<file path="src/rtl/bcd_counter_pkg.sv">
// -----------------------------------------------------------------------------
// bcd_counter_pkg
//
// Shared definitions for the two-digit BCD up/down counter:
//   - rpt_state_e   : auto-repeat FSM states (IDLE, HOLD, REPEAT)
//   - SEG_DIGIT_0..9: active-high seven-segment patterns, bit order
//                     {A,B,C,D,E,F,G} with bit 6 = A
//   - bcd_to_seg()  : 4-bit BCD digit -> active-high pattern (all-off for
//                     non-BCD codes)
//   - bin_to_bcd8() : 0..99 binary value -> two packed BCD digits
// No ports (package).
// -----------------------------------------------------------------------------
package bcd_counter_pkg;

    typedef enum logic [1:0] {
        IDLE   = 2'd0,
        HOLD   = 2'd1,
        REPEAT = 2'd2
    } rpt_state_e;

    localparam logic [6:0] SEG_DIGIT_0 = 7'b1111110;
    localparam logic [6:0] SEG_DIGIT_1 = 7'b0110000;
    localparam logic [6:0] SEG_DIGIT_2 = 7'b1101101;
    localparam logic [6:0] SEG_DIGIT_3 = 7'b1111001;
    localparam logic [6:0] SEG_DIGIT_4 = 7'b0110011;
    localparam logic [6:0] SEG_DIGIT_5 = 7'b1011011;
    localparam logic [6:0] SEG_DIGIT_6 = 7'b1011111;
    localparam logic [6:0] SEG_DIGIT_7 = 7'b1110000;
    localparam logic [6:0] SEG_DIGIT_8 = 7'b1111111;
    localparam logic [6:0] SEG_DIGIT_9 = 7'b1111011;
    localparam logic [6:0] SEG_OFF     = 7'b0000000;

    function automatic logic [6:0] bcd_to_seg(input logic [3:0] digit);
        logic [6:0] seg;
        case (digit)
            4'd0:    seg = SEG_DIGIT_0;
            4'd1:    seg = SEG_DIGIT_1;
            4'd2:    seg = SEG_DIGIT_2;
            4'd3:    seg = SEG_DIGIT_3;
            4'd4:    seg = SEG_DIGIT_4;
            4'd5:    seg = SEG_DIGIT_5;
            4'd6:    seg = SEG_DIGIT_6;
            4'd7:    seg = SEG_DIGIT_7;
            4'd8:    seg = SEG_DIGIT_8;
            4'd9:    seg = SEG_DIGIT_9;
            default: seg = SEG_OFF;
        endcase
        return seg;
    endfunction

    function automatic logic [7:0] bin_to_bcd8(input int value);
        logic [3:0] tens;
        logic [3:0] units;
        tens  = 4'(value / 10);
        units = 4'(value % 10);
        return {tens, units};
    endfunction

endpackage

</file>
<file path="src/rtl/switch_sync_debounce.sv">
// -----------------------------------------------------------------------------
// switch_sync_debounce
//
// Brings one raw, asynchronous, active-high switch into the i_Clk domain
// through a 2-flop synchroniser and then filters contact bounce.  The filtered
// output only changes after the synchronised input has disagreed with it for
// DEBOUNCE_LIMIT consecutive cycles; any shorter excursion is discarded.
//
// Ports:
//   i_Clk    in   system clock
//   i_Rst_L  in   asynchronous active-low reset (everything clears to 0)
//   i_Switch in   raw switch level
//   o_Switch out  synchronised, debounced switch level
// -----------------------------------------------------------------------------
module switch_sync_debounce #(
    parameter int DEBOUNCE_LIMIT = 250000
) (
    input  logic i_Clk,
    input  logic i_Rst_L,
    input  logic i_Switch,
    output logic o_Switch
);

    // Counter only has to reach DEBOUNCE_LIMIT-1.
    localparam int CNT_W = (DEBOUNCE_LIMIT < 2) ? 1 : $clog2(DEBOUNCE_LIMIT);
    localparam logic [CNT_W-1:0] CNT_LAST = CNT_W'(DEBOUNCE_LIMIT - 1);

    logic             meta_q, meta_d;
    logic             sync_q, sync_d;
    logic             filt_q, filt_d;
    logic [CNT_W-1:0] cnt_q,  cnt_d;

    always_comb begin
        meta_d = i_Switch;
        sync_d = meta_q;
        filt_d = filt_q;
        cnt_d  = '0;
        // Counter runs only while input and filtered value disagree; any
        // agreement (a bounce back) throws the accumulated count away.
        if (sync_q != filt_q) begin
            if (cnt_q == CNT_LAST) begin
                filt_d = sync_q;
                cnt_d  = '0;
            end else begin
                cnt_d = cnt_q + 1'b1;
            end
        end
    end

    always_ff @(posedge i_Clk or negedge i_Rst_L) begin
        if (!i_Rst_L) begin
            meta_q <= 1'b0;
            sync_q <= 1'b0;
            filt_q <= 1'b0;
            cnt_q  <= '0;
        end else begin
            meta_q <= meta_d;
            sync_q <= sync_d;
            filt_q <= filt_d;
            cnt_q  <= cnt_d;
        end
    end

    assign o_Switch = filt_q;

endmodule

</file>
<file path="src/rtl/bcd_updown_counter.sv">
// -----------------------------------------------------------------------------
// bcd_updown_counter
//
// Two-digit BCD up/down counter driven by two push-buttons, with per-button
// synchronise/debounce, configurable modulus (MAX_COUNT), wrap or saturate at
// the limits (WRAP), hold-to-auto-repeat (HOLD_CYCLES / REPEAT_CYCLES) and
// seven-segment drive for both digits (SEG_ACTIVE_LOW for common-anode parts).
//
// Ports:
//   i_Clk         in   system clock (only clock)
//   i_Rst_L       in   asynchronous active-low reset
//   i_Switch_Up   in   raw up button, active-high, asynchronous
//   i_Switch_Down in   raw down button, active-high, asynchronous
//   o_Count       out  [7:4] tens digit, [3:0] units digit (BCD)
//   o_Segment1    out  tens digit segments {A..G}, bit 6 = A
//   o_Segment2    out  units digit segments {A..G}, bit 6 = A
//   o_Wrap        out  one-cycle pulse when a step wraps in either direction
// -----------------------------------------------------------------------------
module bcd_updown_counter
    import bcd_counter_pkg::*;
#(
    parameter int DEBOUNCE_LIMIT = 250000,
    parameter int MAX_COUNT      = 99,
    parameter int WRAP           = 1,
    parameter int HOLD_CYCLES    = 12500000,
    parameter int REPEAT_CYCLES  = 2500000,
    parameter int SEG_ACTIVE_LOW = 1
) (
    input  logic       i_Clk,
    input  logic       i_Rst_L,
    input  logic       i_Switch_Up,
    input  logic       i_Switch_Down,
    output logic [7:0] o_Count,
    output logic [6:0] o_Segment1,
    output logic [6:0] o_Segment2,
    output logic       o_Wrap
);

    localparam logic [7:0] MAX_BCD = bin_to_bcd8(MAX_COUNT);

    // One timer serves both the hold delay and the repeat interval.
    localparam int TIMER_SPAN = (HOLD_CYCLES > REPEAT_CYCLES) ? HOLD_CYCLES : REPEAT_CYCLES;
    localparam int TIMER_W    = (TIMER_SPAN < 2) ? 1 : $clog2(TIMER_SPAN);
    localparam logic [TIMER_W-1:0] HOLD_LAST   = TIMER_W'(HOLD_CYCLES - 1);
    localparam logic [TIMER_W-1:0] REPEAT_LAST = TIMER_W'(REPEAT_CYCLES - 1);

    localparam logic [6:0] SEG_ZERO_OUT = (SEG_ACTIVE_LOW != 0) ? ~SEG_DIGIT_0 : SEG_DIGIT_0;

    // Board polarity applied on top of the active-high pattern.
    function automatic logic [6:0] seg_drive(input logic [3:0] digit);
        logic [6:0] seg;
        seg = bcd_to_seg(digit);
        return (SEG_ACTIVE_LOW != 0) ? ~seg : seg;
    endfunction

    // Returns {wrapped, next_count}.  At the top limit either wraps to 00 or
    // saturates; otherwise the units digit carries into the tens digit.
    function automatic logic [8:0] step_up(input logic [7:0] cnt);
        if (cnt == MAX_BCD)
            return (WRAP != 0) ? {1'b1, 8'h00} : {1'b0, cnt};
        if (cnt[3:0] == 4'd9)
            return {1'b0, cnt[7:4] + 4'd1, 4'd0};
        return {1'b0, cnt[7:4], cnt[3:0] + 4'd1};
    endfunction

    // Returns {wrapped, next_count}.  At 00 either wraps to MAX_COUNT or
    // saturates; otherwise the units digit borrows from the tens digit.
    function automatic logic [8:0] step_down(input logic [7:0] cnt);
        if (cnt == 8'h00)
            return (WRAP != 0) ? {1'b1, MAX_BCD} : {1'b0, cnt};
        if (cnt[3:0] == 4'd0)
            return {1'b0, cnt[7:4] - 4'd1, 4'd9};
        return {1'b0, cnt[7:4], cnt[3:0] - 4'd1};
    endfunction

    // ---------------------------------------------------------------------
    // Button conditioning
    // ---------------------------------------------------------------------
    logic up_filt;
    logic dn_filt;

    switch_sync_debounce #(
        .DEBOUNCE_LIMIT(DEBOUNCE_LIMIT)
    ) u_debounce_up (
        .i_Clk   (i_Clk),
        .i_Rst_L (i_Rst_L),
        .i_Switch(i_Switch_Up),
        .o_Switch(up_filt)
    );

    switch_sync_debounce #(
        .DEBOUNCE_LIMIT(DEBOUNCE_LIMIT)
    ) u_debounce_down (
        .i_Clk   (i_Clk),
        .i_Rst_L (i_Rst_L),
        .i_Switch(i_Switch_Down),
        .o_Switch(dn_filt)
    );

    // ---------------------------------------------------------------------
    // Rising-edge detection on the filtered buttons
    // ---------------------------------------------------------------------
    logic up_dly_q, up_dly_d;
    logic dn_dly_q, dn_dly_d;
    logic up_rise;
    logic dn_rise;

    always_comb begin
        up_dly_d = up_filt;
        dn_dly_d = dn_filt;
        up_rise  = up_filt & ~up_dly_q;
        dn_rise  = dn_filt & ~dn_dly_q;
    end

    always_ff @(posedge i_Clk or negedge i_Rst_L) begin
        if (!i_Rst_L) begin
            up_dly_q <= 1'b0;
            dn_dly_q <= 1'b0;
        end else begin
            up_dly_q <= up_dly_d;
            dn_dly_q <= dn_dly_d;
        end
    end

    // ---------------------------------------------------------------------
    // Auto-repeat FSM
    // ---------------------------------------------------------------------
    rpt_state_e         state_q, state_d;
    logic [TIMER_W-1:0] timer_q, timer_d;
    logic               dir_up_q, dir_up_d;
    logic               rpt_step;
    logic               active_btn;

    always_comb begin
        state_d    = state_q;
        timer_d    = timer_q;
        dir_up_d   = dir_up_q;
        rpt_step   = 1'b0;
        active_btn = dir_up_q ? up_filt : dn_filt;

        case (state_q)
            IDLE: begin
                // HOLD_CYCLES == 0 leaves the FSM parked here permanently.
                if ((HOLD_CYCLES != 0) && (up_filt ^ dn_filt)) begin
                    state_d  = HOLD;
                    timer_d  = '0;
                    dir_up_d = up_filt;
                end
            end
            HOLD: begin
                if (timer_q == HOLD_LAST) begin
                    state_d  = REPEAT;
                    timer_d  = '0;
                    rpt_step = 1'b1;
                end else begin
                    timer_d = timer_q + 1'b1;
                end
            end
            REPEAT: begin
                if (timer_q == REPEAT_LAST) begin
                    timer_d  = '0;
                    rpt_step = 1'b1;
                end else begin
                    timer_d = timer_q + 1'b1;
                end
            end
            default: begin
                state_d = IDLE;
                timer_d = '0;
            end
        endcase

        // Releasing the held button or adding the other one cancels any
        // step that would otherwise have fired this cycle.
        if ((state_q != IDLE) && ((up_filt && dn_filt) || !active_btn)) begin
            state_d  = IDLE;
            timer_d  = '0;
            rpt_step = 1'b0;
        end
    end

    always_ff @(posedge i_Clk or negedge i_Rst_L) begin
        if (!i_Rst_L) begin
            state_q  <= IDLE;
            timer_q  <= '0;
            dir_up_q <= 1'b0;
        end else begin
            state_q  <= state_d;
            timer_q  <= timer_d;
            dir_up_q <= dir_up_d;
        end
    end

    // ---------------------------------------------------------------------
    // BCD count, wrap pulse and segment registers
    // ---------------------------------------------------------------------
    logic       up_req;
    logic       dn_req;
    logic [8:0] step_res;
    logic [7:0] count_q, count_d;
    logic       wrap_q,  wrap_d;
    logic [6:0] seg1_q,  seg1_d;
    logic [6:0] seg2_q,  seg2_d;

    always_comb begin
        up_req   = up_rise | (rpt_step & dir_up_q);
        dn_req   = dn_rise | (rpt_step & ~dir_up_q);
        step_res = {1'b0, count_q};
        // Simultaneous up and down requests cancel out.
        if (up_req && !dn_req) begin
            step_res = step_up(count_q);
        end else if (dn_req && !up_req) begin
            step_res = step_down(count_q);
        end
        wrap_d  = step_res[8];
        count_d = step_res[7:0];
        // Segments are decoded from the next count so they change on the
        // same edge as o_Count.
        seg1_d  = seg_drive(count_d[7:4]);
        seg2_d  = seg_drive(count_d[3:0]);
    end

    always_ff @(posedge i_Clk or negedge i_Rst_L) begin
        if (!i_Rst_L) begin
            count_q <= 8'h00;
            wrap_q  <= 1'b0;
            seg1_q  <= SEG_ZERO_OUT;
            seg2_q  <= SEG_ZERO_OUT;
        end else begin
            count_q <= count_d;
            wrap_q  <= wrap_d;
            seg1_q  <= seg1_d;
            seg2_q  <= seg2_d;
        end
    end

    assign o_Count    = count_q;
    assign o_Wrap     = wrap_q;
    assign o_Segment1 = seg1_q;
    assign o_Segment2 = seg2_q;

endmodule
</file>
<file path="config.mk">
export PLATFORM = sky130hd
export DESIGN_NAME = bcd_updown_counter
export DESIGN_NICKNAME = d
export VERILOG_FILES = /design/src/rtl/bcd_counter_pkg.sv /design/src/rtl/switch_sync_debounce.sv /design/src/rtl/bcd_updown_counter.sv
export SDC_FILE = /design/constraint.sdc
export NUM_CORES = 1
export LEC_CHECK = 0
export CAP_MARGIN = 5
export CORE_AREA = 8 8 113 115
export DETAILED_ROUTE_END_ITERATION = 10
export DIE_AREA = 0 0 121 123
export GPL_ROUTABILITY_DRIVEN = 0
export PLACE_DENSITY = 0.67
export SLEW_MARGIN = 20
export SYNTH_ARGS = -nofsm -noshare
export SYNTH_HDL_FRONTEND = slang
export SYNTH_HIERARCHICAL = 1
export SYNTH_SLANG_ARGS = --single-unit
</file>
<file path="constraint.sdc">
create_clock -name i_Clk -period 3.5 [get_ports i_Clk]
set_clock_uncertainty 0.1 [all_clocks]
set_input_delay 0.35 -clock i_Clk [delete_from_list [all_inputs] [get_ports i_Clk]]
set_output_delay 0.35 -clock i_Clk [all_outputs]
set_load 0.01 [all_outputs]
</file>
==> run_1/met1.png <==
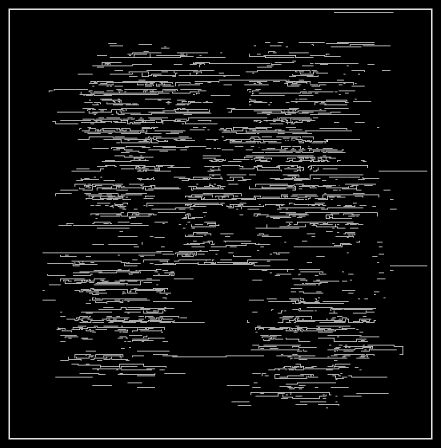
share of all routed wire: 48%
nets with wire on the layer: 555
total number of vias: 4159
total detailed-routing wirelength: 11000 um

==> run_1/met2.png <==
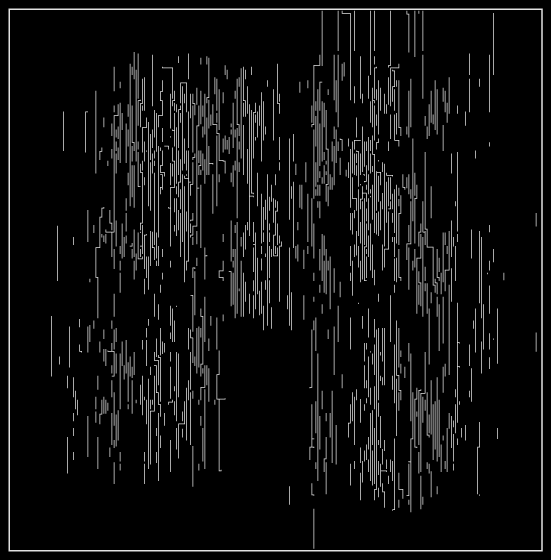
share of all routed wire: 48%
main direction: vertical
nets with wire on the layer: 500
longest straight run: 36.3 um
wire length on this layer: 5230 um

==> run_1/met3.png <==
Bar = 20 um.
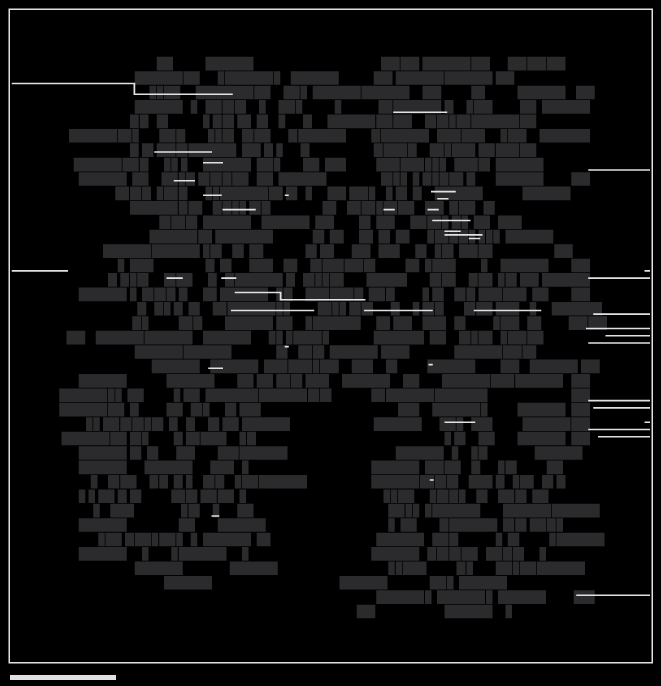
wire length on this layer: 322 um
share of all routed wire: 2.9%
nets with wire on the layer: 30
main direction: horizontal
longest straight run: 23.0 um

==> run_results.csv, run 1 <==
group,metric,value,unit
status,status,"complete, but fails checks",
global_routing,grt_pass1_vias,3984,
synthesis,synth-edff-count,0,
final_layout,final_nets,612,
routing,topRoutingLayerUsed,"met4",
global_routing,grt_most_used_layer,"met2",
final_layout,area_growth,14.9,%
synthesis,yosysTopAreaCell,"dfrtp_1",
worst_setup_path,required,3.63,ns
timing,hold_violations,79,
final_layout,top_register,"timer_q",
timing,hold_slack,-0.0604,ns
worst_setup_path,crit_path_end_kind,"register",
final_layout,final_util,55.6,%
worst_setup_path,crit_start,"timer_q[0]$_DFFE_PN0P_",
synthesis,synth_flop_count,94,
timing,tightest_slew,1.02,ns
pwr,switchingPower,455,uW
clock_tree,cts_resized,0,
status,violations,"negative hold slack",
global_routing,antenna_found_initial,0,
routing,dr_wl_met2,5230,um
routing,firstDrtPassIters,4,
clock_tree,cts_tree,"done",
placement,place_hpwl,7600,um
synthesis,top_cell_area_share,43.0,%
synthesis,ys_seq_share,44.0,%
worst_setup_path,cpMaxStageDelayCell,"or4_1",
clock_tree,post_cts_buffers,0,
timing,drv_slew,0,
[run 1: cells by family after synthesis]
group	count (synthesis)	synth area share, %
multiplexers	13	2.52
AND-OR/OR-AND	89	12.6
buffers and inverters	41	3.48
XOR/XNOR	40	6.54
adder cells (fa/ha/maj)	22	5.14
AND/OR/NAND/NOR	252	25.8
flip-flops	94	44.0
[run 1: cell type report]
type                            count  area (sq um)  area share (%)
Timing Repair Buffer               42           382            6.20
Clock buffer                       11           243            3.94
Tap cell                          143           179            2.91
Multi-Input combinational cell    416          2830            45.9
Inverter                           23          88.8            1.44
Sequential cell                    94          2350            38.2
Clock inverter                      5          82.6            1.34
--- run 2 (diff from run 1) ---
--- a/config.mk
+++ b/config.mk
@@ -10,6 +10,7 @@
 export DETAILED_ROUTE_END_ITERATION = 10
 export DIE_AREA = 0 0 121 123
 export GPL_ROUTABILITY_DRIVEN = 0
+export MAX_ROUTING_LAYER = met4
 export PLACE_DENSITY = 0.67
 export SLEW_MARGIN = 20
 export SYNTH_ARGS = -nofsm -noshare
==> run_2/final_congestion.png <==
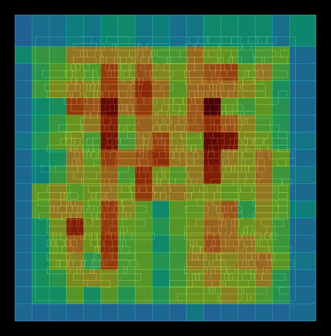
Final Core Density: 55.6%
total track usage: 15.9%

==> run 2 against run 1 <==
Compared with the run above:
- the run still ends with negative hold slack left
- sequential cell count did not move
- clock power hardly changed
- combinational power barely moved
- global-route usage is 0.48 points higher
- via count grew 0.24%
- critical path depth unchanged
- worst hold slack worse by 0.0011 ns
- die area unchanged
- register-to-register slack is essentially flat
- total power unchanged
==> run_results.csv, run 2 <==
group,metric,value,unit
status,status,"complete, but fails checks",
status,violations,"negative hold slack",
clock_tree,holdBufCountCts,0,
clock_tree,cts_resized,0,
clock_tree,cts_tree,"done",
synthesis,ys_top_cells_by_count,"dfrtp_1 (92), nor2_1 (67), nand2_1 (39)",
worst_setup_path,crit_path_end_kind,"register",
final_layout,most-common-layout-cells,"dfrtp_1 (92), nor2_1 (67), nand2_1 (39)",
routing,dr_wl_met2,5230,um
synthesis,yosysTopAreaCell,"dfrtp_1",
routing,topRoutingLayerUsed,"met4",
synthesis,top_cell_area_share,43.0,%
synthesis,ys_async_sr_fraction,100,%
placement,place_hpwl,7600,um
final_layout,final_nets,612,
synthesis,synth-edff-count,0,
routing,via_per_inst,5.68,
synthesis,ys_top_logic_family,"simple AND/OR/NAND/NOR gates",
worst_setup_path,crit_start,"timer_q[0]$_DFFE_PN0P_",
synthesis,adder_share,5.14,%
timing,hold_violations,79,
synthesis,synthAoiAreaFrac,12.6,%
final_layout,area_growth,14.9,%
synthesis,xor_area_share,6.54,%
synthesis,synth_flop_count,94,
final_layout,top_register,"timer_q",
global_routing,grt_pass1_vias,3978,
timing,drv_slew,0,
global_routing,antenna_found_initial,0,
worst_setup_path,cpMaxStageDelayCell,"or4_1",
worst_setup_path,required,3.63,ns
routing,finalWirelength,11000,um
synthesis,synth-simple-area-share,25.8,%
clock_tree,post_cts_buffers,0,
global_routing,grt_most_used_layer,"met2",
timing,tightest_slew,1.02,ns
worst_setup_path,crit_cells,12,
timing,hold_slack,-0.0615,ns
==> run_2/met4.png <==
Bar = 20 um.
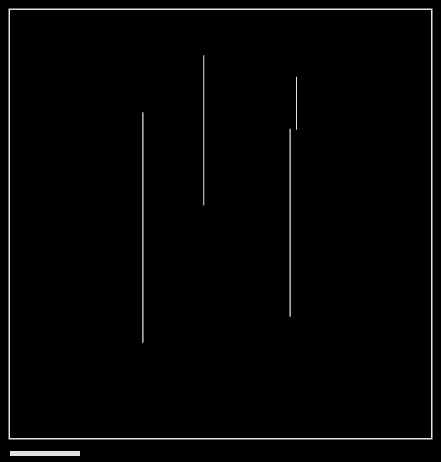
longest straight run: 66.0 um
share of all routed wire: 1.6%
nets with wire on the layer: 2

[run 2: cell counts in the layout (fill, tap and decap cells not counted)]
No cell type changed its count.
[run 2: cell families after synthesis]
family                     after synthesis
buffers and inverters                   41
AOI/OAI and AO/OA                       89
DFF                                     94
xor gates and xnor gates                40
and+or+nand+nor                        252
adders and majority gates               22
muxes                                   13
[run 2: area by class of cell]
type	instances	area (sq um)	share of cell area [%]
Multi-Input combinational cell	416	2830	45.9
Sequential cell	94	2350	38.2
Timing Repair Buffer	42	382	6.20
Clock buffer	11	243	3.94
Tap cell	143	179	2.91
Inverter	23	88.8	1.44
Clock inverter	5	82.6	1.34
[run 2: where the power goes]
group,switching (mW),leakage [nW],internal (mW)
sequential,0.00816,1.29,1.09
clock,0.414,0.160,0.647
combinational,0.0326,1.19,0.0116
--- run 3 (diff from run 2) ---
--- a/config.mk
+++ b/config.mk
@@ -6,14 +6,13 @@
 export NUM_CORES = 1
 export LEC_CHECK = 0
 export CAP_MARGIN = 5
-export CORE_AREA = 8 8 113 115
+export CORE_AREA = 8 8 112 114
 export DETAILED_ROUTE_END_ITERATION = 10
-export DIE_AREA = 0 0 121 123
+export DIE_AREA = 0 0 120 122
 export GPL_ROUTABILITY_DRIVEN = 0
 export MAX_ROUTING_LAYER = met4
 export PLACE_DENSITY = 0.67
 export SLEW_MARGIN = 20
 export SYNTH_ARGS = -nofsm -noshare
 export SYNTH_HDL_FRONTEND = slang
-export SYNTH_HIERARCHICAL = 1
 export SYNTH_SLANG_ARGS = --single-unit
==> run 3 against run 2 <==
Compared with the run above:
- the flow now finishes without violations
- combinational power down 2%
- sequential power about the same
- worst hold slack gained 0.32 ns
- non-clock buffer count decreased by 7
- synthesized cell count up 2.0%
- area after synthesis shrank 1.0%
- cell area shrank 3.0%
- first-iteration DRC count shrank 5.4%
- clock-buffer cell count fell by 2
- sequential cell count is the same
- sequential share of layout area up 1.2 points
- largest cell class unchanged
==> run_results.csv, run 3 <==
group,metric,value,unit
final_layout,inv_count,21,
placement,place_hpwl,7530,um
final_layout,dominant_cells,"multi-input combinational cells",
global_routing,grt_usage,15.6,%
synthesis,ys_seq_share,44.4,%
worst_setup_path,crit_path_end_kind,"register",
status,status,"complete, no violations",
routing,via_per_inst,5.53,
final_layout,n_all_buffers,35,
synthesis,mux_area_share,3.87,%
synthesis,ys_top_logic_family,"simple AND/OR/NAND/NOR gates",
clock_tree,holdBufCountCts,1,
routing,firstDrtPassIters,4,
timing,hold_slack,0.256,ns
synthesis,top_cell_area_share,43.4,%
worst_setup_path,cpMaxStageDelayCell,"dfrtp_1",
routing,vias,4089,
synthesis,synth-edff-count,0,
final_layout,clockBufferCount,9,
final_layout,sh_comb_area,47.3,%
final_layout,seq_share,39.4,%
synthesis,yosysTopAreaCell,"dfrtp_1",
final_layout,final_nets,620,
global_routing,grt_pass1_vias,3956,
timing,tightest_slew,0.814,ns
clock_tree,cts_tree,"done",
final_layout,area_growth,12.6,%
global_routing,antenna_found_initial,0,
floorplan,tap-cell-count,140,
synthesis,synth_flop_count,94,
synthesis,adder_share,5.19,%
clock_tree,post_cts_buffers,0,
synthesis,ys_async_sr_fraction,100,%
timing,drv_slew,0,
worst_setup_path,required,3.66,ns
synthesis,synth-simple-area-share,24.5,%
final_layout,seq_cell_count,94,
timing,hold_violations,0,
synthesis,synthAoiAreaFrac,12.2,%
final_layout,top_register,"timer_q",
final_layout,logic_gates,433,
final_layout,logic_area,2830,sq um
clock_tree,cts_resized,0,
-- run 3: per-layer routing --
layer / share of wire (%) / vias up / wire [um] / GRT usage [%]
met4: 1.5 / 0 / 158 / 5.93
met3: 4.0 / 10 / 418 / 2.27
met5: 0 / - / 0 / -
met1: 47 / 1950 / 4940 / 19.6
met2: 48 / 98 / 5000 / 25.3
li1: - / 2031 / - / -
-- run 3: power breakdown --
part | switching [mW] | internal [mW] | total, mW | leakage, nW
Clock | 0.418 | 0.346 | 0.764 | 0.108
Sequential | 0.00451 | 1.09 | 1.10 | 1.29
Combinational | 0.0315 | 0.0118 | 0.0433 | 1.25
Total | 0.454 | 1.45 | 1.90 | 2.65
==> run_3/registers.png <==
Bar = 20 um.
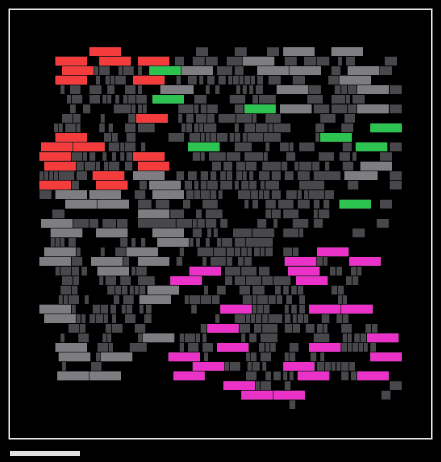
[green] `o_Count` | sequential cells: 8
[red] `u_debounce_down.cnt_q` | sequential cells: 18
[magenta] `timer_q` | sequential cells: 24
not coloured: 44

==> run_3/met3.png <==
Bar = 20 um.
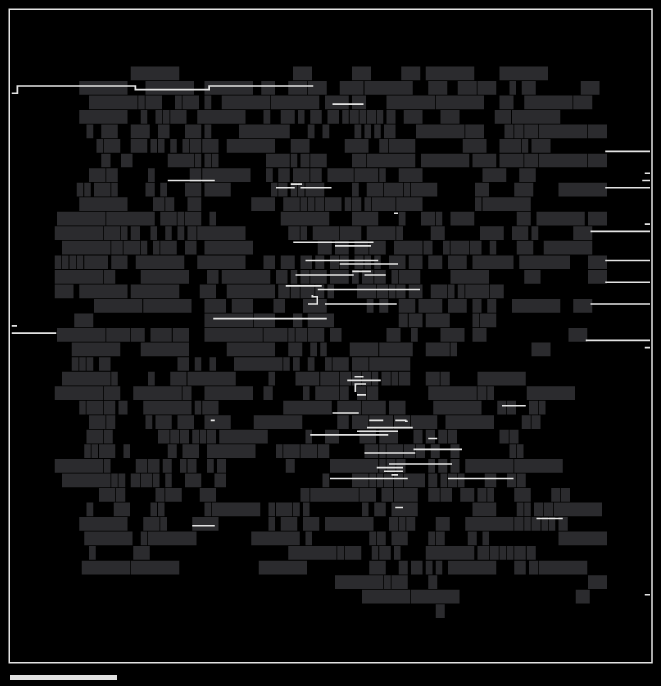
share of all routed wire: 4.0%
longest straight run: 22.1 um

Power and IR drop assume default switching activity.
